==> run_1/clock_wires.png <==
Bar = 20 um.
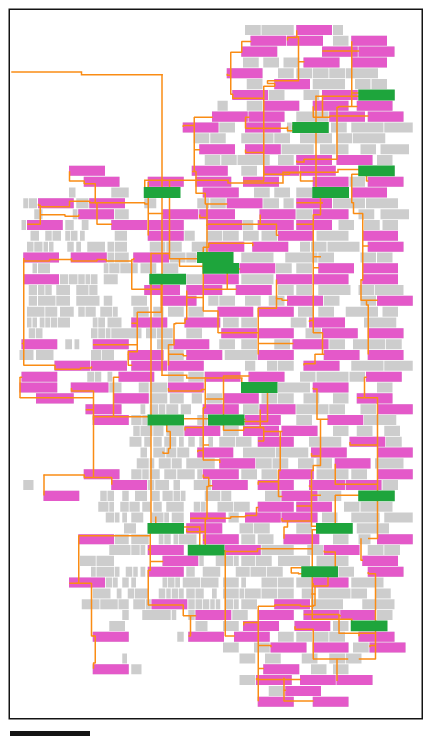
==> run_1/m4.png <==
Cells faint in the background.
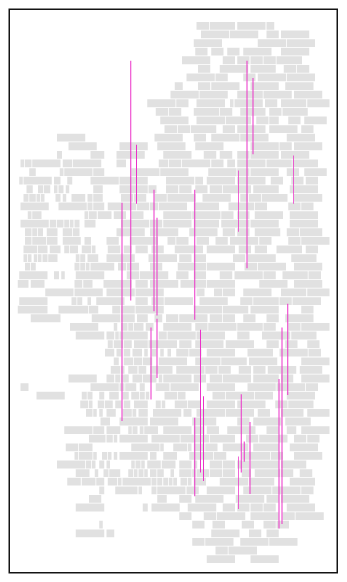
==> run_1/ff_map.png <==
Other sequential cells in the stronger gray, the rest of the logic in the fainter gray.
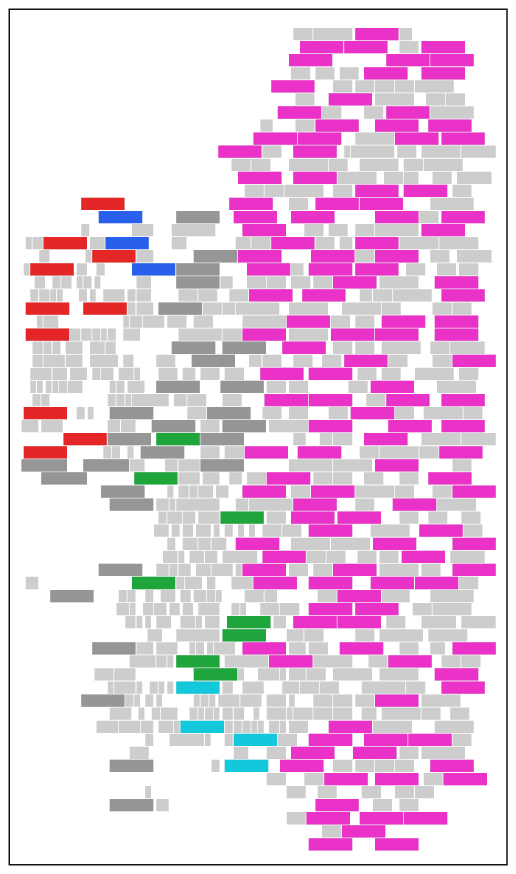
===== config.mk =====
export PLATFORM = sky130hd
export DESIGN_NAME = td4_prog_loader
export DESIGN_NICKNAME = d
export VERILOG_FILES = /design/src/rtl/td4_prog_loader.sv
export SDC_FILE = /design/constraint.sdc
export NUM_CORES = 1
export LEC_CHECK = 0
export CAP_MARGIN = 10
export CORE_ASPECT_RATIO = 1.75
export CORE_MARGIN = 2
export CORE_UTILIZATION = 52
export CTS_BUF_LIST = sky130_fd_sc_hd__clkbuf_16
export CTS_CLUSTER_DIAMETER = 150
export CTS_CLUSTER_SIZE = 40
export DETAILED_ROUTE_END_ITERATION = 7
export DONT_BUFFER_PORTS = 1
export GPL_TIMING_DRIVEN = 1
export PLACE_DENSITY = 0.78
export RECOVER_POWER = 25
export SLEW_MARGIN = 10
export SYNTH_ARGS = -nofsm -noshare
export SYNTH_HDL_FRONTEND = slang
export SYNTH_SLANG_ARGS = --single-unit

===== constraint.sdc =====
create_clock -name CLK -period 2.6 [get_ports CLK]
set_clock_uncertainty 0.15 [all_clocks]
set_input_delay 0.52 -clock CLK [delete_from_list [all_inputs] [get_ports CLK]]
set_output_delay 0.52 -clock CLK [all_outputs]
set_load 0.1 [all_outputs]

===== src/rtl/td4_prog_loader.sv =====
// rtl/td4_prog_loader.sv - UART program loader and 16x8 program store for the TD4 CPU
//
// Receives a 16-byte program over an 8N1 UART line, framed as
//   SYNC_BYTE, 16 data bytes, checksum (sum of data bytes mod 256),
// writes it into a 16x8 store and holds the CPU in reset until a load
// with a valid checksum has committed.
//
// Ports:
//   CLK       board clock, all state on rising edge
//   RST       asynchronous active-low reset
//   RX        UART receive line, idle high, asynchronous to CLK
//   rd_addr   CPU fetch address
//   rd_data   mem[rd_addr], combinational
//   cpu_rst_n active-low CPU reset, high only in RUN
//   loading   high while a load or checksum byte is pending
//   chk_err   high after a failed load until the next SYNC_BYTE
//   load_ok   one-cycle pulse when a load commits
module td4_prog_loader #(
  parameter int          CLK_HZ    = 50000000,
  parameter int          BAUD      = 115200,
  parameter logic [7:0]  SYNC_BYTE = 8'hA5
) (
  input  logic       CLK,
  input  logic       RST,
  input  logic       RX,
  input  logic [3:0] rd_addr,
  output logic [7:0] rd_data,
  output logic       cpu_rst_n,
  output logic       loading,
  output logic       chk_err,
  output logic       load_ok
);

  localparam int DIV  = CLK_HZ / BAUD;
  localparam int HALF = DIV / 2;
  localparam int TW   = $clog2(DIV) + 1;

  localparam logic [TW-1:0] FULL_M1 = TW'(DIV - 1);
  localparam logic [TW-1:0] HALF_M1 = TW'(HALF - 1);

  // ---------------------------------------------------------------
  // UART receiver
  // ---------------------------------------------------------------
  typedef enum logic [1:0] {R_IDLE, R_START, R_DATA, R_STOP} rx_state_t;

  rx_state_t      r_state;
  logic           rx_s1, rx_s2, rx_d;
  logic [TW-1:0]  timer;
  logic [2:0]     bit_cnt;
  logic [7:0]     shreg;
  logic           byte_valid;
  logic           frame_err;
  logic [7:0]     rx_byte;

  // A start is only recognised on a 1->0 transition of the synced line, so
  // a stop bit held low (frame error) cannot immediately retrigger a frame.
  always_ff @(posedge CLK or negedge RST) begin
    if (!RST) begin
      r_state    <= R_IDLE;
      rx_s1      <= 1'b1;
      rx_s2      <= 1'b1;
      rx_d       <= 1'b1;
      timer      <= '0;
      bit_cnt    <= 3'd0;
      shreg      <= 8'h00;
      byte_valid <= 1'b0;
      frame_err  <= 1'b0;
      rx_byte    <= 8'h00;
    end else begin
      rx_s1      <= RX;
      rx_s2      <= rx_s1;
      rx_d       <= rx_s2;
      byte_valid <= 1'b0;
      frame_err  <= 1'b0;
      case (r_state)
        R_IDLE: begin
          if (rx_d && !rx_s2) begin
            r_state <= R_START;
            timer   <= '0;
          end
        end
        R_START: begin
          // Mid-bit sample: a pulse shorter than half a bit is a false start.
          if (timer == HALF_M1) begin
            timer   <= '0;
            bit_cnt <= 3'd0;
            r_state <= rx_s2 ? R_IDLE : R_DATA;
          end else begin
            timer <= timer + TW'(1);
          end
        end
        R_DATA: begin
          if (timer == FULL_M1) begin
            timer   <= '0;
            shreg   <= {rx_s2, shreg[7:1]};
            bit_cnt <= bit_cnt + 3'd1;
            if (bit_cnt == 3'd7) r_state <= R_STOP;
          end else begin
            timer <= timer + TW'(1);
          end
        end
        R_STOP: begin
          if (timer == FULL_M1) begin
            timer   <= '0;
            r_state <= R_IDLE;
            if (rx_s2) begin
              byte_valid <= 1'b1;
              rx_byte    <= shreg;
            end else begin
              frame_err  <= 1'b1;
            end
          end else begin
            timer <= timer + TW'(1);
          end
        end
        default: r_state <= R_IDLE;
      endcase
    end
  end

  // ---------------------------------------------------------------
  // Loader FSM and program store
  // ---------------------------------------------------------------
  typedef enum logic [1:0] {RUN, LOAD, CHECK, ERR} ld_state_t;

  ld_state_t  state;
  logic [3:0] idx;
  logic [7:0] sum;
  logic [7:0] mem [16];

  assign rd_data = mem[rd_addr];

  // Outputs are assigned together with each state transition so they
  // change on the same edge as the state. RUN re-asserts its outputs every
  // cycle, which also releases cpu_rst_n on the first edge after reset.
  always_ff @(posedge CLK or negedge RST) begin
    if (!RST) begin
      state     <= RUN;
      idx       <= 4'd0;
      sum       <= 8'h00;
      cpu_rst_n <= 1'b0;
      loading   <= 1'b0;
      chk_err   <= 1'b0;
      load_ok   <= 1'b0;
      for (int i = 0; i < 16; i++) mem[i] <= 8'h00;
    end else begin
      load_ok <= 1'b0;
      case (state)
        RUN: begin
          cpu_rst_n <= 1'b1;
          loading   <= 1'b0;
          chk_err   <= 1'b0;
          if (byte_valid && rx_byte == SYNC_BYTE) begin
            state     <= LOAD;
            idx       <= 4'd0;
            sum       <= 8'h00;
            cpu_rst_n <= 1'b0;
            loading   <= 1'b1;
          end
        end
        LOAD: begin
          if (frame_err) begin
            state   <= ERR;
            loading <= 1'b0;
            chk_err <= 1'b1;
          end else if (byte_valid) begin
            // SYNC_BYTE is ordinary data here, never a restart.
            mem[idx] <= rx_byte;
            sum      <= sum + rx_byte;
            idx      <= idx + 4'd1;
            if (idx == 4'd15) state <= CHECK;
          end
        end
        CHECK: begin
          if (frame_err) begin
            state   <= ERR;
            loading <= 1'b0;
            chk_err <= 1'b1;
          end else if (byte_valid) begin
            loading <= 1'b0;
            if (rx_byte == sum) begin
              state     <= RUN;
              cpu_rst_n <= 1'b1;
              load_ok   <= 1'b1;
            end else begin
              state   <= ERR;
              chk_err <= 1'b1;
            end
          end
        end
        ERR: begin
          if (byte_valid && rx_byte == SYNC_BYTE) begin
            state   <= LOAD;
            idx     <= 4'd0;
            sum     <= 8'h00;
            loading <= 1'b1;
            chk_err <= 1'b0;
          end
        end
        default: state <= RUN;
      endcase
    end
  end

endmodule


==> flow_metrics.env, run 1 <==
# physical design summary
export IMPL_track_usage_pct=21.2
export IMPL_cts_htree_levels=4
export IMPL_lay_top_count="dfrtp_1"
export IMPL_clk_pin_slew_ns=0.07
export IMPL_cts_buffers=17
export IMPL_fin_crit_ns=2.72
export IMPL_synth_seq_share_pct=50.8
export IMPL_startpoint_type="register"
export IMPL_dp_hpwl_mm=12.5
export IMPL_antenna_found_initial=0
export IMPL_p_leak_nw=4.68
export IMPL_rsz0062_at_grt="true"
export IMPL_drt_wl_total_mm=18.1
export IMPL_synth_top_area_share_pct=49.9
export IMPL_power_density_nw_per_um2=584
export IMPL_fp_util_pct=52.9
export IMPL_cts_tree="yes"
export IMPL_drtPass1Iterations=5
export IMPL_final_util_pct=58.2
export IMPL_layout_setup_ws_ns=-0.115
export IMPL_clock_sinks=182
export IMPL_grt_pass1_vias=5788
export IMPL_failed_checks="negative hold slack, negative setup slack"
export IMPL_hold_buffers=1
export IMPL_ant_nets=0
export IMPL_drive_gt1_share_pct=40.6
export IMPL_gp_congestion=0.844
export IMPL_r2r_slack_ns=0.17
export IMPL_status="complete, but fails checks"
export IMPL_antenna_cells=0
export IMPL_reg2regPathDepth=8
export IMPL_crit_top_cell="mux4_2"
export IMPL_post_cts_buffers=2
export IMPL_yosysTopAreaCell="dfrtp_1"
export IMPL_portBuffers=0
export IMPL_die_w_um=103
export IMPL_num_vias=5293
export IMPL_fp_nets=652
export IMPL_r2r_end="mem[30]"
export IMPL_use_met3_pct=4.65
export IMPL_hold_viol=182
export IMPL_worst_slew_pin_slew_ns=0.947
export IMPL_crit_path_max_incr_delay_ns=0.51
export IMPL_cp_max_fo=2
export IMPL_fin_hold_ws_ns=-0.379
export IMPL_drtIter0Drc=237
export IMPL_largest_register_ff_count=128
export IMPL_dieArea_sq_um=18400
export IMPL_async_flop_share_pct=100
export IMPL_grt_pass1_wl_mm=29.4
export IMPL_setup_tns_ns=-0.648
export IMPL_crit_start="mem[25]"
export IMPL_synth_warnings=0
export IMPL_crit_family="multiplexers"
export IMPL_io_pins=19
export IMPL_tool_warnings=42
export IMPL_required_ns=1.93
export IMPL_r2r_start="state[1]"
export IMPL_cp_num_buf_inv=1
export IMPL_clk_latency_ns=0.44
export IMPL_yosys_area_sq_um=8970
export IMPL_ys_flop_type="dfrtp_1"
export IMPL_critPathCapture="rd_data[1]"
export IMPL_relSlewSlack_pct=36.8
export IMPL_drv_slew=0
export IMPL_drv_cap=0
export IMPL_drc=0
export IMPL_flop_area_sq_um=4560
export IMPL_ir_worst_vdd_mv=0.406
export IMPL_die_h_um=178
export IMPL_ctsResizeCount=1
export IMPL_arrival_ns=2.05
export IMPL_edf_count=0
export IMPL_hp_class="primary input to async pin"
export IMPL_yosysUniqueCellTypes=64
export IMPL_grtUsageMet2_pct=37.8
export IMPL_busiest_layer="met2"
export IMPL_fillers=1295
export IMPL_path_depth=3
export IMPL_grt_overflow=0
export IMPL_ctsLongestPathBuffers=2
export IMPL_slowest_stage="mux4_2"
export IMPL_yosys_cells=623
export IMPL_comb_area_sq_um=4080
export IMPL_grt_max_degree=183
export IMPL_top_cells_by_area="dfrtp_1, mux2_2, mux4_1"
export IMPL_post_drt_via_cell_ratio=6.02
export IMPL_regMostFlops="mem"
export IMPL_root_buffer="clkbuf_16"
export IMPL_syn_area_sq_um=8970
export IMPL_nNetsFinal=668
export IMPL_reg_largest_list="mem (128), timer (10)"
export IMPL_design_core_area_sq_um=16900
export IMPL_wl_per_cell_um=20.6
export IMPL_critPathCaptureType="output port"
export IMPL_period_used_pct=104
export IMPL_critPathKind="register to output port"
export IMPL_area_growth_pct=10.0
export IMPL_setup_viol=8
export IMPL_fmax_mhz=368
export IMPL_synthCells=623
Notes on clock_wires.png above:
- magenta: flip-flops (count 182)
- green: clock-net drivers (count 17)
- orange: clock wires (length 2080 um)
- routed clock nets: 18

Notes on m4.png above:
- wire length on this layer: 739 um
- nets with wire on the layer: 16
- main direction: vertical
- share of all routed wire: 4.1%

Notes on ff_map.png above:
- blue: `bit_cnt` (flops 3)
- magenta: `mem` (flops 128)
- cyan: `idx` (flops 4; where bottom middle)
- green: `sum` (flops 8)
- red: `timer` (flops 10)

[run 1: layout make-up]
cell class | instances | share of cell area, %
Tap cell | 227 | 2.88
Multi-Input combinational cell | 393 | 41.3
Timing Repair Buffer | 27 | 3.22
Clock inverter | 15 | 1.39
Sequential cell | 182 | 46.2
Clock buffer | 17 | 4.31
Inverter | 18 | 0.685
[run 1: synth_stat cells, types with 3 or more instances]
library cell  count
nand2b_1          4
a211o_1           4
buf_1             4
nand2_1          29
nand3_2           5
clkbuf_1         15
o21ai_1           4
buf_4             3
nor2_1           10
o21ai_0          20
mux2_1            8
ha_1             21
a211oi_1          3
dfstp_2           3
a21oi_1          15
nand3_1           7
mux2i_1           3
inv_1            17
nor2_4           12
mux2_2          138
a31oi_1           6
and3_1            4
dfrtp_1         179
mux4_2           16
mux4_1           24
xor2_1            5
buf_2             4
a21o_1            6
nor3_1            3
[run 1: per-layer routing]
| metal | wire [um] | vias up |
|---|---|---|
| li1 | - | 2343 |
| met1 | 6650 | 2779 |
| met2 | 10100 | 118 |
| met3 | 596 | 53 |
| met4 | 738 | 0 |
| met5 | 0 | - |
[run 1: cell families after synthesis]
family,count (synthesis),share of synthesized area (%)
buf+inv,48,2.71
simple gates,97,7.14
fa+ha+maj,22,3.15
compound gates,79,5.87
mux,189,29.7
flops,182,50.8
xor+xnor,6,0.586
[run 1: stage by stage]
step	cells	total power, mW	instance area, sq um	setup WS (ns)
after floorplan	623	3.33	8900	-0.0579
after global routing	879	5.99	9870	-0.135
after detailed placement	839	3.35	9250	0.165
final	879	5.76	9870	-0.115
after CTS	874	5.81	9830	-0.118
after global placement	839	3.33	9250	0.187
[run 1: report_power, final]
part | internal [mW] | switching (mW)
Sequential | 2.89 | 0.121
Combinational | 0.128 | 0.158
Clock | 1.27 | 1.20
==> run_1/pinout.png <==
Pins as bars across the die edge, other pins in gray.
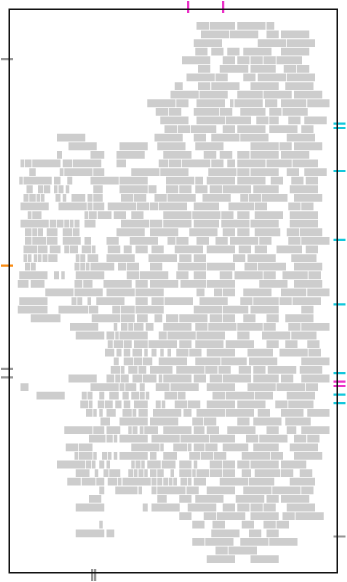

## Run 2: what changed since run 1
--- a/config.mk
+++ b/config.mk
@@ -7,14 +7,12 @@
 export LEC_CHECK = 0
 export CAP_MARGIN = 10
 export CORE_ASPECT_RATIO = 1.75
-export CORE_MARGIN = 2
 export CORE_UTILIZATION = 52
 export CTS_BUF_LIST = sky130_fd_sc_hd__clkbuf_16
 export CTS_CLUSTER_DIAMETER = 150
 export CTS_CLUSTER_SIZE = 40
 export DETAILED_ROUTE_END_ITERATION = 7
 export DONT_BUFFER_PORTS = 1
-export GPL_TIMING_DRIVEN = 1
 export PLACE_DENSITY = 0.78
 export RECOVER_POWER = 25
 export SLEW_MARGIN = 10
==> run_2/pinout.png <==
Pins as bars across the die edge, other pins in gray.
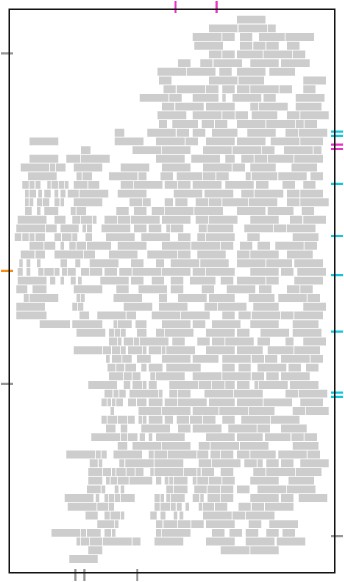
- magenta: `rd_addr` (pins 4; direction input; edge 2 top, 2 right)
- orange: `RX` (pins 1; direction input; edge left)
- cyan: `rd_data` (pins 8; direction output; edge right)
- all pins by edge: 11 right, 3 left, 3 bottom, 2 top

==> run_2/congestion_map.png <==
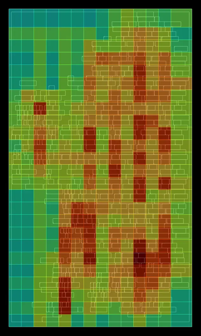
global route hottest layer: met2
met3 Track Usage GR: 3.94%
met1 Usage GRT: 23.8%
final core occ: 58.5%

==> run_2/clock_wires.png <==
Bar = 20 um.
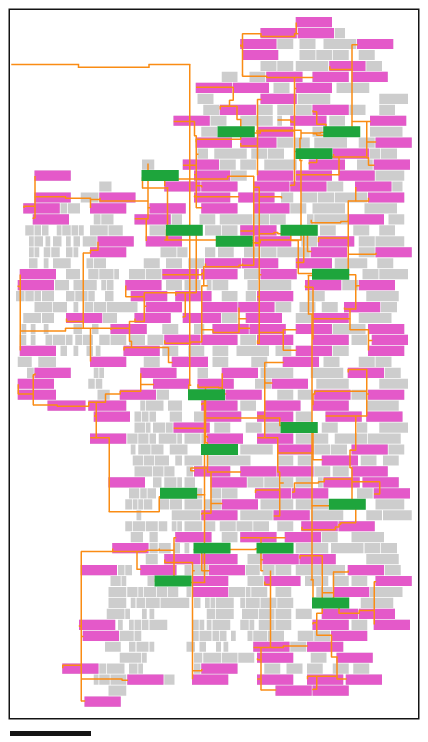
- orange: clock wires (length 2050 um)
- magenta: flip-flops (count 182)
- green: clock-net drivers (count 17)
- flops lie: all over the die

==> flow_metrics.env, run 2 <==
# physical design summary
export IMPL_grt_overflow=0
export IMPL_synth_flops=182
export IMPL_synth_top_area_share_pct=49.9
export IMPL_portBuffers=0
export IMPL_die_w_um=101
export IMPL_fmax_mhz=371
export IMPL_top_cells_by_area="dfrtp_1, mux2_2, mux4_1"
export IMPL_critPathKind="register to output port"
export IMPL_design_core_area_sq_um=16900
export IMPL_num_vias=5197
export IMPL_status="complete, but fails checks"
export IMPL_grt_pass1_wl_mm=29.3
export IMPL_critPathCaptureType="output port"
export IMPL_wl_met1_mm=6.48
export IMPL_area_growth_pct=9.95
export IMPL_relSlewSlack_pct=36.6
export IMPL_track_usage_pct=21.8
export IMPL_regMostFlops="mem"
export IMPL_async_flop_share_pct=100
export IMPL_clk_latency_ns=0.44
export IMPL_drv_slew=0
export IMPL_fp_util_pct=53.2
export IMPL_post_drt_via_cell_ratio=5.91
export IMPL_setup_viol=8
export IMPL_grtUsageMet2_pct=39.9
export IMPL_clock_sinks=182
export IMPL_dp_hpwl_mm=12.4
export IMPL_drt_wl_total_mm=17.6
export IMPL_arrival_ns=2.03
export IMPL_layout_setup_ws_ns=-0.0966
export IMPL_dp_slack_ns=0.159
export IMPL_ys_flop_type="dfrtp_1"
export IMPL_p_leak_nw=4.67
export IMPL_clk_pin_slew_ns=0.07
export IMPL_io_pins=19
export IMPL_worst_slew_pin_slew_ns=0.951
export IMPL_num_rows=63
export IMPL_syn_area_sq_um=8970
export IMPL_fin_total_pwr_mw=5.74
export IMPL_dpl_instance_area_sq_um=9260
export IMPL_power_density_nw_per_um2=582
export IMPL_reg_largest_list="mem (128), timer (10)"
export IMPL_cts_htree_levels=4
export IMPL_rsz0062_at_grt="true"
export IMPL_setup_tns_ns=-0.538
export IMPL_dieArea_sq_um=17800
export IMPL_drtIter0Drc=265
export IMPL_highest_layer="met4"
export IMPL_fin_crit_ns=2.70
export IMPL_yosysTopAreaCell="dfrtp_1"
export IMPL_ant_nets=0
export IMPL_drc=0
export IMPL_synthCells=623
export IMPL_ctsLongestPathBuffers=2
export IMPL_startpoint_type="register"
export IMPL_hold_viol=182
export IMPL_fp_nets=652
export IMPL_period_used_pct=104
export IMPL_route_met2_wl_mm=10.0
export IMPL_required_ns=1.93
export IMPL_lay_top_cells="dfrtp_1, mux2_2, mux4_2"
export IMPL_layoutNonFillerInstCount=879
export IMPL_failed_checks="negative hold slack, negative setup slack"
export IMPL_synth_warnings=0
export IMPL_wl_per_cell_um=20.0
export IMPL_cts_tree="yes"
export IMPL_gp_congestion=0.867
export IMPL_antenna_found_initial=0
export IMPL_grt_max_degree=183
export IMPL_cts_buffers=17
export IMPL_post_place_cells=840
export IMPL_yosysUniqueCellTypes=64
export IMPL_edf_count=0
export IMPL_synth_most_common_cell="dfrtp_1"
export IMPL_largest_register_ff_count=128
export IMPL_drv_cap=0
export IMPL_fin_hold_ws_ns=-0.367
export IMPL_ir_worst_vdd_mv=0.458
export IMPL_nNetsFinal=668
export IMPL_synth_area_per_cell_sq_um=14.4
export IMPL_yosys_area_sq_um=8970
export IMPL_lay_top_count="dfrtp_1"
export IMPL_cp_max_fo=2
export IMPL_hp_class="primary input to async pin"
export IMPL_root_buffer="clkbuf_16"
export IMPL_synthTopCellsByCount="dfrtp_1, mux2_2, nand2_1"
export IMPL_synth_seq_share_pct=50.8
export IMPL_drive_gt1_share_pct=40.6
export IMPL_hold_buffers=1
export IMPL_antenna_cells=0
export IMPL_wl_met3_um=485
export IMPL_final_area_sq_um=9860
export IMPL_drtPass1Iterations=4
export IMPL_die_h_um=176
export IMPL_grt_pass1_vias=5645
export IMPL_tool_warnings=42
export IMPL_yosys_cells=623
==> run 2: critical path, cell delays in order, from the launching register on <==
cell and delay, ns:
dfrtp_1 0.37, mux4_2 0.49, mux4_2 0.54, buf_12 0.19
==> run 2: layout make-up <==
class	count	area, sq um
Clock buffer	17	425
Fill cell	1298	7010
Sequential cell	182	4560
Clock inverter	15	129
Timing Repair Buffer	27	318
Tap cell	227	284
Multi-Input combinational cell	393	4080
Inverter	18	67.6
==> run 2: timing repair <==
item,CTS,global route
gates resized,1,2
endpoints found under the hold margin,183,182
gates cloned,0,0
buffers inserted,3,3
setup endpoints to repair,8,9
==> run 2: worst paths after layout <==
path	slack, ns	endpoint	cells after the start	startpoint
worst max register to register	0.19	mem[27]	7	state[1]
max in group asynchronous	2.36	rx_s2	0	RST
min in group CLK	0.21	rx_s2	0	rx_s1
worst min register to register	0.21	rx_s2	0	rx_s1
worst max-delay path	-0.1	rd_data[6]	3	mem[6]
worst min-delay path	-0.37	mem[76]	0	RST
==> run 2: cells by family (layout without fill, tap and decap cells) <==
| family | count (synthesis) | in the layout | synth area share [%] |
|---|---|---|---|
| multiplexers | 189 | 189 | 29.7 |
| flip-flops | 182 | 182 | 50.8 |
| AND/OR/NAND/NOR | 97 | 97 | 7.14 |
| AND-OR/OR-AND | 79 | 79 | 5.87 |
| buffers and inverters | 48 | 77 | 2.71 |
| adder cells (fa/ha/maj) | 22 | 22 | 3.15 |
| XOR/XNOR | 6 | 6 | 0.586 |
==> run 2: where the power goes <==
| part | internal [mW] | switching, mW | total, mW |
|---|---|---|---|
| Combinational | 0.129 | 0.159 | 0.288 |
| Sequential | 2.89 | 0.121 | 3.01 |
| Clock | 1.32 | 1.12 | 2.44 |
| Total | 4.35 | 1.40 | 5.74 |
==> run_2/m4.png <==
Cells faint in the background.
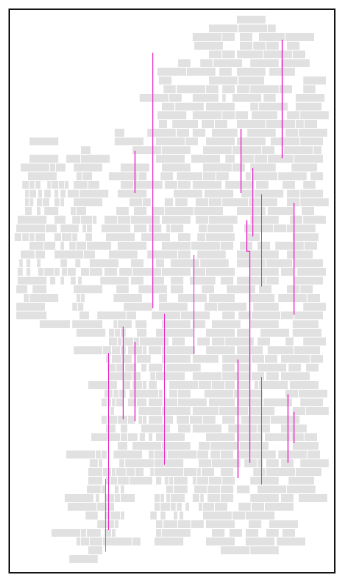

## Run 3: what changed since run 2
--- a/config.mk
+++ b/config.mk
@@ -13,7 +13,7 @@
 export CTS_CLUSTER_SIZE = 40
 export DETAILED_ROUTE_END_ITERATION = 7
 export DONT_BUFFER_PORTS = 1
-export PLACE_DENSITY = 0.78
+export PLACE_DENSITY = 0.75
 export RECOVER_POWER = 25
 export SLEW_MARGIN = 10
 export SYNTH_ARGS = -nofsm -noshare
==> run_3/m4.png <==
Cells faint in the background.
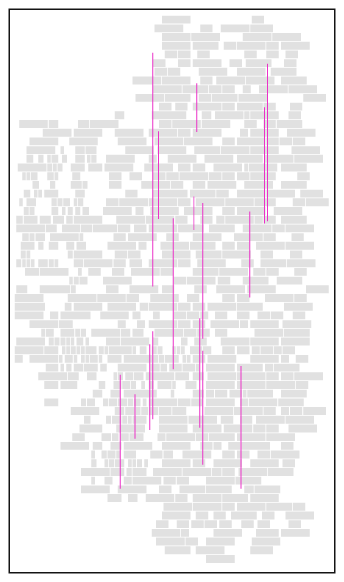
- share of all routed wire: 2.9%
- main direction: vertical
- nets with wire on the layer: 12
- wire length on this layer: 536 um

==> run_3/clock_wires.png <==
Bar = 20 um.
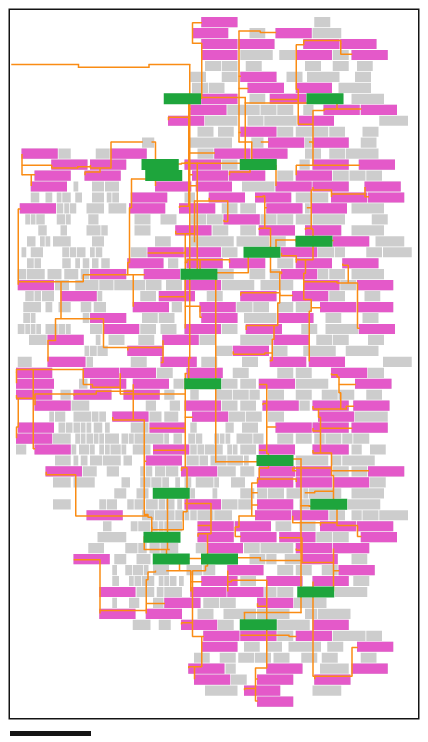
- magenta: flip-flops (count 182)
- green: clock-net drivers (count 17)
- orange: clock wires (length 2000 um)
- routed clock nets: 18

==> run_3/congestion_map.png <==
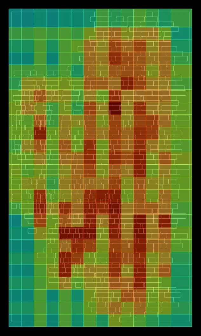
final core occ: 59.0%
GR Util All Layers: 22.8%
DR WL/cell: 21.0 um
grt met2 use: 41.5%
met3 Track Usage GR: 3.90%

==> flow_metrics.env, run 3 <==
# physical design summary
export IMPL_syn_area_sq_um=8970
export IMPL_drv_slew=0
export IMPL_p_leak_nw=4.74
export IMPL_crit_top_cell="mux4_2"
export IMPL_arrival_ns=2.01
export IMPL_lay_top_cells="dfrtp_1, mux2_2, mux4_2"
export IMPL_critPathCaptureType="output port"
export IMPL_hold_viol=182
export IMPL_io_pins=19
export IMPL_layout_setup_ws_ns=-0.0825
export IMPL_crit_start="mem[7]"
export IMPL_r2r_start="state[1]"
export IMPL_synth_top_area_share_pct=49.9
export IMPL_drtPass1Iterations=4
export IMPL_reg2regPathDepth=8
export IMPL_hp_class="primary input to async pin"
export IMPL_yosysUniqueCellTypes=64
export IMPL_root_buffer="clkbuf_16"
export IMPL_status="complete, but fails checks"
export IMPL_layoutNonFillerInstCount=887
export IMPL_edf_count=0
export IMPL_fillers=1310
export IMPL_num_rows=63
export IMPL_relSlewSlack_pct=37.3
export IMPL_ir_worst_vdd_mv=0.450
export IMPL_largest_register_ff_count=128
export IMPL_setup_viol=8
export IMPL_synth_area_per_cell_sq_um=14.4
export IMPL_synth_most_common_cell="dfrtp_1"
export IMPL_design_core_area_sq_um=16900
export IMPL_startpoint_type="register"
export IMPL_dieArea_sq_um=17800
export IMPL_fp_util_pct=53.2
export IMPL_grt_max_degree=183
export IMPL_crit_path_max_incr_delay_ns=0.53
export IMPL_cts_buffers=17
export IMPL_hold_buffers=1
export IMPL_drt_wl_total_mm=18.6
export IMPL_clk_pin_slew_ns=0.07
export IMPL_yosys_area_sq_um=8970
export IMPL_power_density_nw_per_um2=587
export IMPL_rsz0062_at_grt="true"
export IMPL_worst_slew_pin_slew_ns=0.941
export IMPL_ctsLongestPathBuffers=2
export IMPL_clock_sinks=182
export IMPL_area_growth_pct=10.9
export IMPL_synth_seq_share_pct=50.8
export IMPL_ys_flop_type="dfrtp_1"
export IMPL_clk_latency_ns=0.43
export IMPL_crit_family="multiplexers"
export IMPL_yosysTopAreaCell="dfrtp_1"
export IMPL_cts_tree="yes"
export IMPL_top_cells_by_area="dfrtp_1, mux2_2, mux4_1"
export IMPL_slowest_stage="mux4_2"
export IMPL_post_drt_via_cell_ratio=5.96
export IMPL_regMostFlops="mem"
export IMPL_required_ns=1.93
export IMPL_die_h_um=176
export IMPL_nNetsFinal=676
export IMPL_failed_checks="negative hold slack, negative setup slack"
export IMPL_portBuffers=0
export IMPL_fin_hold_ws_ns=-0.367
export IMPL_die_w_um=101
export IMPL_reg_largest_list="mem (128), timer (10)"
run 3: what timing repair did:
| item | CTS | global route |
|---|---|---|
| endpoints found under the hold margin | 183 | 182 |
| buffers inserted | 8 | 4 |
| resized | 1 | 1 |
| endpoints found under the setup margin | 8 | 8 |
| pin swaps | 0 | 0 |
run 3: area by class of cell:
type                    instances  area [sq um]  share of cell area [%]
flip-flops and latches        182          4560                    45.8
multi-input cells             393          4080                    41.0
clock buffers                  17           425                    4.28
repair buffers                 35           378                    3.80
well taps                     227           284                    2.86
clock inverters                15           156                    1.57
inverters                      18          67.6                   0.679
run 3: logic make-up (layout without fill, tap and decap cells):
logic type                 Yosys count  in the layout  synth area share, %
muxes                              189            189                 29.7
DFF                                182            182                 50.8
and+or+nand+nor                     97             97                 7.14
AOI/OAI and AO/OA                   79             79                 5.87
buffers and inverters               48             85                 2.71
adders and majority gates           22             22                 3.15
xor gates and xnor gates             6              6                0.586
run 3: report_power, final:
part / switching [mW] / internal, mW / total, mW
logic: 0.159 / 0.128 / 0.287
registers: 0.123 / 2.89 / 3.01
clock network: 1.11 / 1.42 / 2.54
total: 1.40 / 4.44 / 5.84
run 3: through the flow:
step           setup slack [ns]  TNS (ns)  hold slack, ns  area (sq um)
2_1_floorplan           -0.0579    -0.463          0.0744          8900
5_1_grt                  -0.111    -0.753          -0.382          9950
3_5_place_dp              0.155         0          0.0794          9270
6_report                -0.0825    -0.464          -0.367          9950
4_1_cts                  -0.104    -0.564          -0.382          9920
3_3_place_gp              0.177         0          0.0803          9270
run 3: per-layer routing:
| layer | routed length [um] | global-route usage [%] |
|---|---|---|
| met5 | 0 | 0 |
| met4 | 535 | 9.78 |
| met3 | 604 | 3.90 |
| met2 | 10600 | 41.5 |
| met1 | 6940 | 25.7 |
Power figures rest on the tool's default switching activity, not on a simulated workload.
